clocks.png
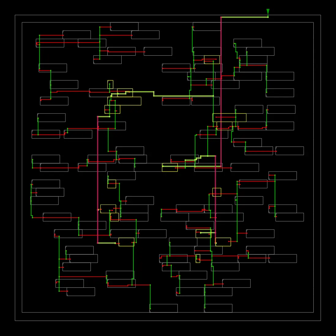
layer_met3.png
(4 px per µm)
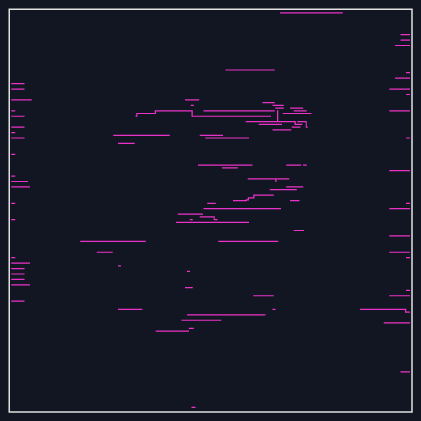
flops_by_reg.png
(4 px per µm) Other sequential cells in the stronger gray, the rest of the logic in the fainter gray.
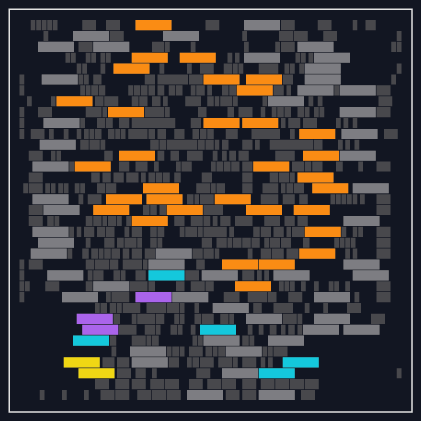
Design layer_sequencer_flat, sky130hd; sources not shown.
==> Flow_metrics.wiki <==
=== Synthesis and place and route ===
{| class="wikitable"
! Metric !! Value
|-
| Dominant flop cell || sky130_fd_sc_hd__dfrtp_1
|-
| Number of design-rule violations left by the first detailed-router iteration || roughly 210
|-
| Power density over the cells || between 500 and 600 mW/mm²
|-
| Max incr delay on CP || between 0.6 and 0.7 ns
|-
| Vias per std cell || between 5 and 6
|-
| Fraction of power consumed by sequential logic || between 40 and 50%
|-
| Tightest slew margin relative to the limit || 59.2%
|-
| Antenna violation net count after detailed routing || 0
|-
| Outcome || finished, final reports clean
|-
| I/O Buffers || approximately 70
|-
| First-pass GRT wire length || roughly 18000 µm
|-
| Sum of net half-perimeters after detailed placement || 7190 µm
|-
| Max Slew Vio Count || 0
|-
| Inserted Clock Buffers || 9
|-
| Clock tree from TritonCTS || yes
|-
| Switching power summed over all nets || 917 µW
|-
| Iteration tally of the first detailed-router pass || 4
|-
| Area of the synthesized netlist per yosys stat || between 0.004 and 0.005 mm²
|-
| Logic depth of the worst path, buffers included || 7
|-
| Number of antenna violations at the first check in global routing || 0
|-
| Dominant cell type by count on the critical path || sky130_fd_sc_hd__o21ai_0
|-
| Vias in the first global route || between 3000 and 4000
|-
| Cell Int Power || about 2100 µW
|-
| Die boundary height || about 100 µm
|-
| Number of instances in the synthesized netlist || 505
|-
| Horizontal die size || 100 µm
|-
| Library cell with the highest instance count after synthesis || sky130_fd_sc_hd__nand2_1
|-
| Synth async-reset ratio || 100%
|-
| H-tree depth || 3
|-
| Per-cell routed wire length || between 15 and 20 µm
|-
| Part of the Yosys area used for sequential elements || 50.1%
|-
| Maximum fanout along the worst path || 15
|-
| Maximum capacitance violations || 0
|-
| Share of cells above drive strength 1 || under 10%
|-
| Final period util || 89.1%
|-
| Non-filler cells in the finished layout || 682
|-
| Cts-stage hold buffer count || 0
|-
| Grt total ovfl || 0
|-
| Cell area after synthesis || between 0.004 and 0.005 mm²
|-
| Setup ws final || 0.310 ns
|-
| Area fraction of the dominant cell type after synthesis || roughly 50%
|-
| Commonest cells in the netlist || sky130_fd_sc_hd__nand2_1 (142), sky130_fd_sc_hd__dfrtp_1 (93), sky130_fd_sc_hd__buf_4 (37)
|-
| Largest delay share family, worst path || simple AND/OR/NAND/NOR gates
|-
| Unrepaired setup endpoints after global routing || no
|-
| Critical path buffer and inverter count || 0
|-
| Library cells used by synthesis || roughly 58
|-
| Post-CTS Setup Repair Bufs || 0
|}
About clocks.png:
clock sinks: 93
Latency at later pin: 0.36 ns

About layer_met3.png:
share of all routed wire: 4.7%
nets with wire on the layer: 72
longest straight run: 19.6 µm
main direction: horizontal
total via count after detailed routing: 3784
met3 layer usage reported by global route: 3.06%
total length of routed wires: 10500 µm

About flops_by_reg.png:
[cyan] `u_core.bus.fm_size` | sequential cells: 5 | where: bottom middle
[orange] `u_core.cnt_q` | sequential cells: 32
[purple] `u_core.bus.layer_num` | sequential cells: 3
[yellow] `u_core.bus.pre_layer_type` | sequential cells: 2
proportion of cell area occupied by registers: 42.3%
Finished Core Util: 60.3%

==> per-layer routing <==
| layer | track usage, % | part of all wire, % | wire [µm] | up-vias |
|---|---|---|---|---|
| li1 | - | - | - | 1795 |
| met1 | 31.8 | 46 | 4860 | 1832 |
| met2 | 32.8 | 47 | 4890 | 134 |
| met3 | 3.06 | 4.7 | 488 | 23 |
| met4 | 9.69 | 2.4 | 250 | 0 |
| met5 | 0 | 0 | 0 | - |
==> placed cells by master, fill, tap and decap left out, types with 8 or more instances in the layout <==
cell                              synthesis  layout
sky130_fd_sc_hd__nand2_1                142     142
sky130_fd_sc_hd__and3_1                   8       8
sky130_fd_sc_hd__inv_1                    9       9
sky130_fd_sc_hd__o21ai_0                 25      25
sky130_fd_sc_hd__clkdlybuf4s50_1          0      67
sky130_fd_sc_hd__clkbuf_8                 0       9
sky130_fd_sc_hd__nor3_1                  10      10
sky130_fd_sc_hd__o31ai_1                 10      10
sky130_fd_sc_hd__nor2_1                  20      20
sky130_fd_sc_hd__dfrtp_1                 93      93
sky130_fd_sc_hd__o211ai_1                 8       8
sky130_fd_sc_hd__nand3_1                 26      26
sky130_fd_sc_hd__buf_4                   37      13
sky130_fd_sc_hd__conb_1                   1      28
==> logic make-up (layout without fill, tap and decap cells) <==
| kind of cell | after synthesis | in the layout | synth area share [%] |
|---|---|---|---|
| multiplexers | 5 | 5 | 1.11 |
| buffers and inverters | 68 | 107 | 9.19 |
| AND-OR/OR-AND | 81 | 81 | 12.0 |
| AND/OR/NAND/NOR | 249 | 249 | 25.5 |
| XOR/XNOR | 2 | 2 | 0.378 |
| flip-flops | 93 | 93 | 50.1 |
| adder cells (fa/ha/maj) | 6 | 6 | 1.62 |
| other | 1 | 28 | 0.0808 |
==> power by group through the flow <==
| stage | Clock [µW] | Sequential [µW] | Combinational [µW] |
|---|---|---|---|
| final | 958 | 1490 | 618 |
| after global routing | 1040 | 1500 | 670 |
| after CTS | 974 | 1490 | 620 |
| after detailed placement | 0 | 1510 | 615 |
| after global placement | 0 | 1510 | 600 |
| after floorplan | 0 | 1590 | 297 |
==> layout make-up <==
cell class              count  area, µm²
multi-input cells         371       1990
clock buffers              10        128
repair buffers             81        788
well taps                 111        139
clock inverters             6       87.6
inverters                  10       37.5
flip-flops and latches     93       2330
fillers                   803       3610
==> per-stage QoR <==
step	instance area [µm²]	hold slack [ns]	power, µW
global route	5500	0.151	3210
finish	5500	0.109	3060
detailed placement	5280	0.342	2130
global placement	5280	0.342	2110
CTS	5500	0.127	3080
floorplan	4740	0.174	1890
Power and IR drop assume default switching activity.
